## src/rtl/wormhole_out_chan_scheduler_pkg.sv

```systemverilog
// Shared definitions for the per-output wormhole scheduler: flit type codes,
// scheduler state encoding and small decode helpers.
package wormhole_out_chan_scheduler_pkg;

    localparam int FLIT_W = 2;

    typedef logic [FLIT_W-1:0] flit_id_t;

    localparam flit_id_t FLIT_BODY      = 2'b00;
    localparam flit_id_t FLIT_HEAD      = 2'b01;
    localparam flit_id_t FLIT_TAIL      = 2'b10;
    localparam flit_id_t FLIT_HEAD_TAIL = 2'b11;

    typedef enum logic {
        SCHED_IDLE   = 1'b0,
        SCHED_LOCKED = 1'b1
    } sched_state_e;

    // A flit that opens a worm (HEAD, or a single-flit HEAD_TAIL packet).
    function automatic logic is_head(input flit_id_t f);
        return (f == FLIT_HEAD) || (f == FLIT_HEAD_TAIL);
    endfunction

    // A flit that closes a worm (TAIL, or a single-flit HEAD_TAIL packet).
    function automatic logic is_tail(input flit_id_t f);
        return (f == FLIT_TAIL) || (f == FLIT_HEAD_TAIL);
    endfunction

    // Index width that stays at least 1 bit for degenerate sizes.
    function automatic int idx_w(input int n);
        return (n > 1) ? $clog2(n) : 1;
    endfunction

endpackage

```

## src/rtl/wormhole_out_chan_scheduler_rr_arbiter.sv

```systemverilog
// Combinational rotating-priority arbiter: the first request at or above ptr
// (wrapping at N-1) wins. Produces a one-hot grant, its index and a valid flag.
module wormhole_out_chan_scheduler_rr_arbiter
    import wormhole_out_chan_scheduler_pkg::*;
#(
    parameter  int N  = 5,
    localparam int IW = idx_w(N)
) (
    input  logic [N-1:0]  req,
    input  logic [IW-1:0] ptr,
    output logic [N-1:0]  gnt,
    output logic [IW-1:0] gnt_idx,
    output logic          gnt_vld
);

    // Scan offsets from farthest to nearest so the nearest request overwrites.
    always_comb begin
        int j;
        j       = 0;
        gnt     = '0;
        gnt_idx = '0;
        gnt_vld = 1'b0;
        for (int k = N - 1; k >= 0; k--) begin
            j = int'(ptr) + k;
            if (j >= N) begin
                j = j - N;
            end
            if (req[j]) begin
                gnt      = '0;
                gnt[j]   = 1'b1;
                gnt_idx  = IW'(j);
                gnt_vld  = 1'b1;
            end
        end
    end

endmodule

```

## src/rtl/wormhole_out_chan_scheduler.sv

```systemverilog
// Per-output-channel scheduler of a 2D-mesh wormhole node. Arbitrates HEAD
// requests round-robin, locks the output to the winning VC from HEAD to TAIL,
// drives the crossbar select / downstream write enable and runs a stall
// watchdog while locked.
//
// Handshake: while locked, the owning VC offers a flit with data_vld_i[owner];
// the downstream FIFO accepts with ochan_rdy_i. A flit moves (and the VC pops)
// exactly in a cycle where both are high, which is when out_vld_o is high.
module wormhole_out_chan_scheduler
    import wormhole_out_chan_scheduler_pkg::*;
#(
    parameter  int IN_N        = 5,
    parameter  int OUT_M       = 5,
    parameter  int FLIT_ID_W   = 2,
    parameter  int OUT_CHAN_ID = 0,
    parameter  int WDOG_W      = 4,
    localparam int RW          = idx_w(OUT_M),
    localparam int IW          = idx_w(IN_N)
) (
    input  logic                      clk_i,
    input  logic                      rst_ni,
    input  logic [IN_N*RW-1:0]        rtr_res_i,
    input  logic [IN_N-1:0]           rtr_res_vld_i,
    input  logic [IN_N*FLIT_ID_W-1:0] flit_id_i,
    input  logic [IN_N-1:0]           data_vld_i,
    input  logic                      ochan_rdy_i,
    output logic [IW-1:0]             sel_o,
    output logic                      out_vld_o,
    output logic [IN_N-1:0]           chan_alloc_o,
    output logic                      busy_o,
    output logic                      stall_o
);

    localparam logic [WDOG_W-1:0] WDOG_MAX = '1;

    sched_state_e       state_q;
    logic [IW-1:0]      owner_q;
    logic [IW-1:0]      ptr_q;
    logic [WDOG_W-1:0]  wdog_q;
    logic [IN_N-1:0]    alloc_q;

    logic [IN_N-1:0]    req;
    logic [IN_N-1:0]    gnt;
    logic [IW-1:0]      gnt_idx;
    logic               gnt_vld;
    logic               locked;
    logic               xfer;
    flit_id_t           owner_fid;
    logic [IW-1:0]      ptr_next;

    // A VC requests this output only with a valid HEAD routed here.
    always_comb begin
        req = '0;
        for (int i = 0; i < IN_N; i++) begin
            req[i] = data_vld_i[i] & rtr_res_vld_i[i]
                   & (rtr_res_i[i*RW +: RW] == RW'(OUT_CHAN_ID))
                   & is_head(flit_id_t'(flit_id_i[i*FLIT_ID_W +: FLIT_W]));
        end
    end

    wormhole_out_chan_scheduler_rr_arbiter #(
        .N (IN_N)
    ) u_arb (
        .req     (req),
        .ptr     (ptr_q),
        .gnt     (gnt),
        .gnt_idx (gnt_idx),
        .gnt_vld (gnt_vld)
    );

    assign locked    = (state_q == SCHED_LOCKED);
    assign owner_fid = flit_id_t'(flit_id_i[int'(owner_q)*FLIT_ID_W +: FLIT_W]);
    assign xfer      = locked & data_vld_i[owner_q] & ochan_rdy_i;
    assign ptr_next  = (owner_q == IW'(IN_N - 1)) ? '0 : owner_q + 1'b1;

    assign sel_o        = locked ? owner_q : '0;
    assign out_vld_o    = xfer;
    assign chan_alloc_o = alloc_q;
    assign busy_o       = locked;
    assign stall_o      = locked & (wdog_q == WDOG_MAX);

    // Scheduler FSM: grant in IDLE, hold the lock until the owner's TAIL moves.
    always_ff @(posedge clk_i or negedge rst_ni) begin
        if (!rst_ni) begin
            state_q <= SCHED_IDLE;
            owner_q <= '0;
            ptr_q   <= '0;
            wdog_q  <= '0;
            alloc_q <= '0;
        end else begin
            case (state_q)
                SCHED_IDLE: begin
                    wdog_q <= '0;
                    if (gnt_vld) begin
                        state_q <= SCHED_LOCKED;
                        owner_q <= gnt_idx;
                        alloc_q <= gnt;
                    end
                end
                SCHED_LOCKED: begin
                    if (xfer) begin
                        wdog_q <= '0;
                        // Priority rotates only when a worm completes.
                        if (is_tail(owner_fid)) begin
                            state_q <= SCHED_IDLE;
                            alloc_q <= '0;
                            ptr_q   <= ptr_next;
                        end
                    end else if (wdog_q != WDOG_MAX) begin
                        wdog_q <= wdog_q + 1'b1;
                    end
                end
                default: begin
                    state_q <= SCHED_IDLE;
                    alloc_q <= '0;
                end
            endcase
        end
    end

endmodule

```

## config.mk

```make
export PLATFORM = sky130hd
export DESIGN_NAME = wormhole_out_chan_scheduler
export DESIGN_NICKNAME = d
export VERILOG_FILES = /design/src/rtl/wormhole_out_chan_scheduler_pkg.sv /design/src/rtl/wormhole_out_chan_scheduler_rr_arbiter.sv /design/src/rtl/wormhole_out_chan_scheduler.sv
export SDC_FILE = /design/constraint.sdc
export NUM_CORES = 1
export LEC_CHECK = 0
export CORE_MARGIN = 4
export CORE_UTILIZATION = 58
export DETAILED_ROUTE_END_ITERATION = 8
export PLACE_DENSITY = 0.85
export SLEW_MARGIN = 20
export SYNTH_ARGS = -nofsm -noshare
export SYNTH_HDL_FRONTEND = slang
export SYNTH_SLANG_ARGS = --single-unit
```

## constraint.sdc

```tcl
create_clock -name clk_i -period 8.5 [get_ports clk_i]
set_input_delay 2.125 -clock clk_i [delete_from_list [all_inputs] [get_ports clk_i]]
set_output_delay 2.125 -clock clk_i [all_outputs]
set_load 0.01 [all_outputs]
```

Figure 1. Metal layers overlaid.
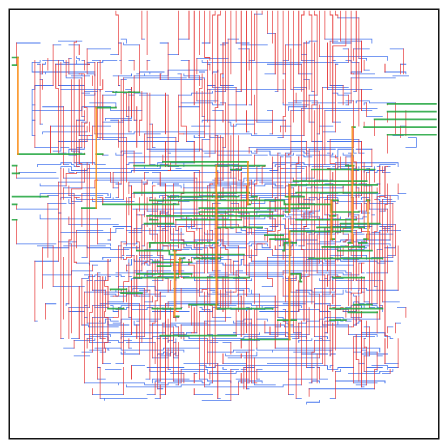
| colour | layer | wire length |
|---|---|---|
| red | M2 | 3830 um |
| orange | M4 | 139 um |
| blue | M1 | 3270 um |
| green | M3 | 588 um |
overall fraction of global-route tracks in use: 27.9%
total detailed-routing wirelength: 7.83 mm
total via count in the routed design: 2874
mean routed wirelength per cell: 18.1 um

Figure 2. Clock distribution.
The bar under the picture is 20 um long.
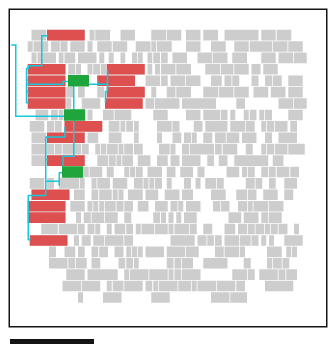
[green] clock-net drivers | count: 3
[red] flip-flops | count: 16
[cyan] clock wires | length: 164 um
routed clock nets: 4
Clk Latency, worst-skew pair: 0.24 ns
final clock skew: 0.000308 ns

==> notes.md <==
flow finished, numbers: setup repair after global routing missed its margin=false, # hold bufs at CTS=0, cell type with the largest total area after synthesis=dfrtp_1, status=finished, final reports clean, Net count, final=443, Core Util at FP=60.0%, Post-Synthesis Cell Area=2630 um^2, CP Class=input port to primary output, fraction of the cycle the final worst path needs=69.0%, vias in the first global route=2654, number of buffers inserted by port buffering=48, chip area=5680 um^2, clock input transition at the sequential cells of the worst setup and hold paths=0.06 ns, predominant post-synthesis flop cell=dfrtp_1, worst-case headroom to the max-slew limit=44.4%, global-route wire length before repair=12.5 mm, number of antenna-violating nets in the routed design=0, total number of H-tree levels=1, number of standard cells in the final layout excluding fillers=432, highest cell delay on the worst timing path=0.58 ns, die width=75.3 um, highest-delay cell along the critical path=clkdlybuf4s50_1, total negative slack for setup checks=0 ns, Core Footprint=4380 um^2, mean post-synth cell area=7.74 um^2, most common cell in the synthesized netlist=nand2_1, setup repair bufs after CTS=0, count of boundary I/O pins=49, global route total overflow=0, share of final-layout standard cells stronger than drive strength 1=8.16%, worst reg2reg path depth=12, Distinct lib cells used=74, number of standard cells reported by yosys=340, CTS sink cnt=16, height of the die=75.3 um
Figure 3. The metal 3 layer.
The bar under the picture is 20 um long.
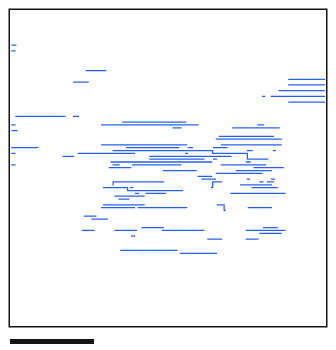
wire length on this layer: 588 um
nets with wire on the layer: 63
met3 Usage GRT: 2.77%

Figure 4. A small window of the routed layout.
Region (18, 3) to (58, 43) um. Cells in grey, sequential cells in the stronger grey; small squares are vias.
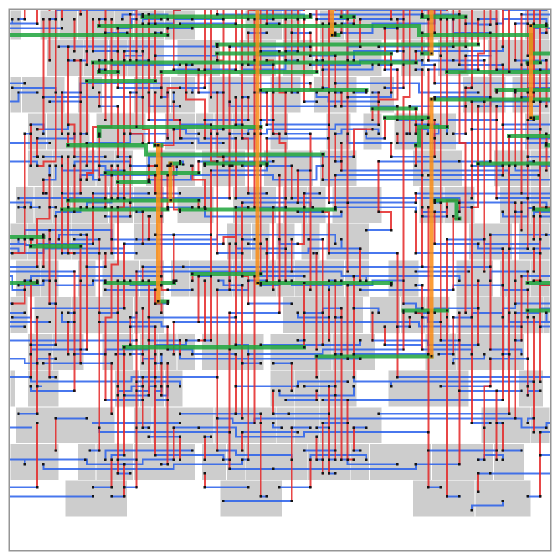
| colour | layer |
|---|---|
| green | M3 |
| blue | M1 |
| orange | M4 |
| red | M2 |
cells with their middle in the window: 158
sequential cells in the window: 0
most frequent: nand2_1 (20), ha_1 (14), a21oi_1 (13)

## placed cells by master, fill, tap and decap left out, types with 6 or more instances in the layout
cell and count:
a21oi_1 21, mux2i_1 12, nand3_1 22, ha_1 23
clkdlybuf4s50_1 48, xnor2_1 6, dfrtp_1 16, a31oi_1 8
nor2_1 24, o21ai_0 19, nor3_1 13, nand2_1 41
and3_1 6, inv_1 15
## cells by family (layout without fill, tap and decap cells)
group | Yosys count | count (layout) | share of synthesized area, %
and+or+nand+nor | 149 | 149 | 30.1
AOI/OAI and AO/OA | 99 | 99 | 27.8
buffers and inverters | 29 | 69 | 5.23
adders and majority gates | 24 | 24 | 11.7
muxes | 17 | 17 | 7.99
DFF | 16 | 16 | 15.2
xor gates and xnor gates | 6 | 6 | 2.00
## final cells by class
class	count	area, um^2	share of cell area (%)
Sequential cell	16	400	12.7
Multi-Input combinational cell	295	2090	66.1
Timing Repair Buffer	50	495	15.7
Tap cell	52	65.1	2.06
Clock buffer	4	55.1	1.74
Inverter	15	56.3	1.78
## critical path, delay by kind of cell
| kind | cells | cell delay (ns) |
|---|---|---|
| muxes | 1 | 0.26 |
| and+or+nand+nor | 1 | 0.05 |
| buffers and inverters | 2 | 1.08 |
| AOI/OAI and AO/OA | 1 | 0.21 |
## sequential cells by signal, summed over array words and instances (netlist names)
register / flops
ptr_q: 3
wdog_q: 4
busy_o: 1
owner_q: 3
chan_alloc_o: 5
## layer usage
metal  wire length [um]  up-vias  GRT usage (%)
li1                   -     1366              -
met3                588       23           2.77
met4                139        0           7.38
met1               3270     1341           39.0
met2               3830      144           46.1
met5                  0        -              0
## metrics by stage
step / hold slack [ns] / setup slack, ns / util (%) / instance area, um^2
after floorplan: 0.508 / 3.63 / - / 2630
after global placement: 0.493 / 2.69 / 70.9 / 3110
after detailed placement: 0.494 / 2.64 / 70.9 / 3110
after CTS: 0.532 / 2.64 / 72.2 / 3160
after global routing: 0.566 / 2.58 / 72.2 / 3160
final: 0.541 / 2.64 / 72.2 / 3160
## worst max path at each step
| stage | startpoint | end | slack [ns] |
|---|---|---|---|
| 3_5_place_dp | data_vld_i[1] | out_vld_o | 2.64 |
| 3_3_place_gp | data_vld_i[3] | out_vld_o | 2.69 |
| 2_1_floorplan | data_vld_i[3] | out_vld_o | 3.63 |
| 4_1_cts | data_vld_i[1] | out_vld_o | 2.64 |
| 6_report | data_vld_i[1] | out_vld_o | 2.64 |
| 5_1_grt | data_vld_i[1] | out_vld_o | 2.58 |
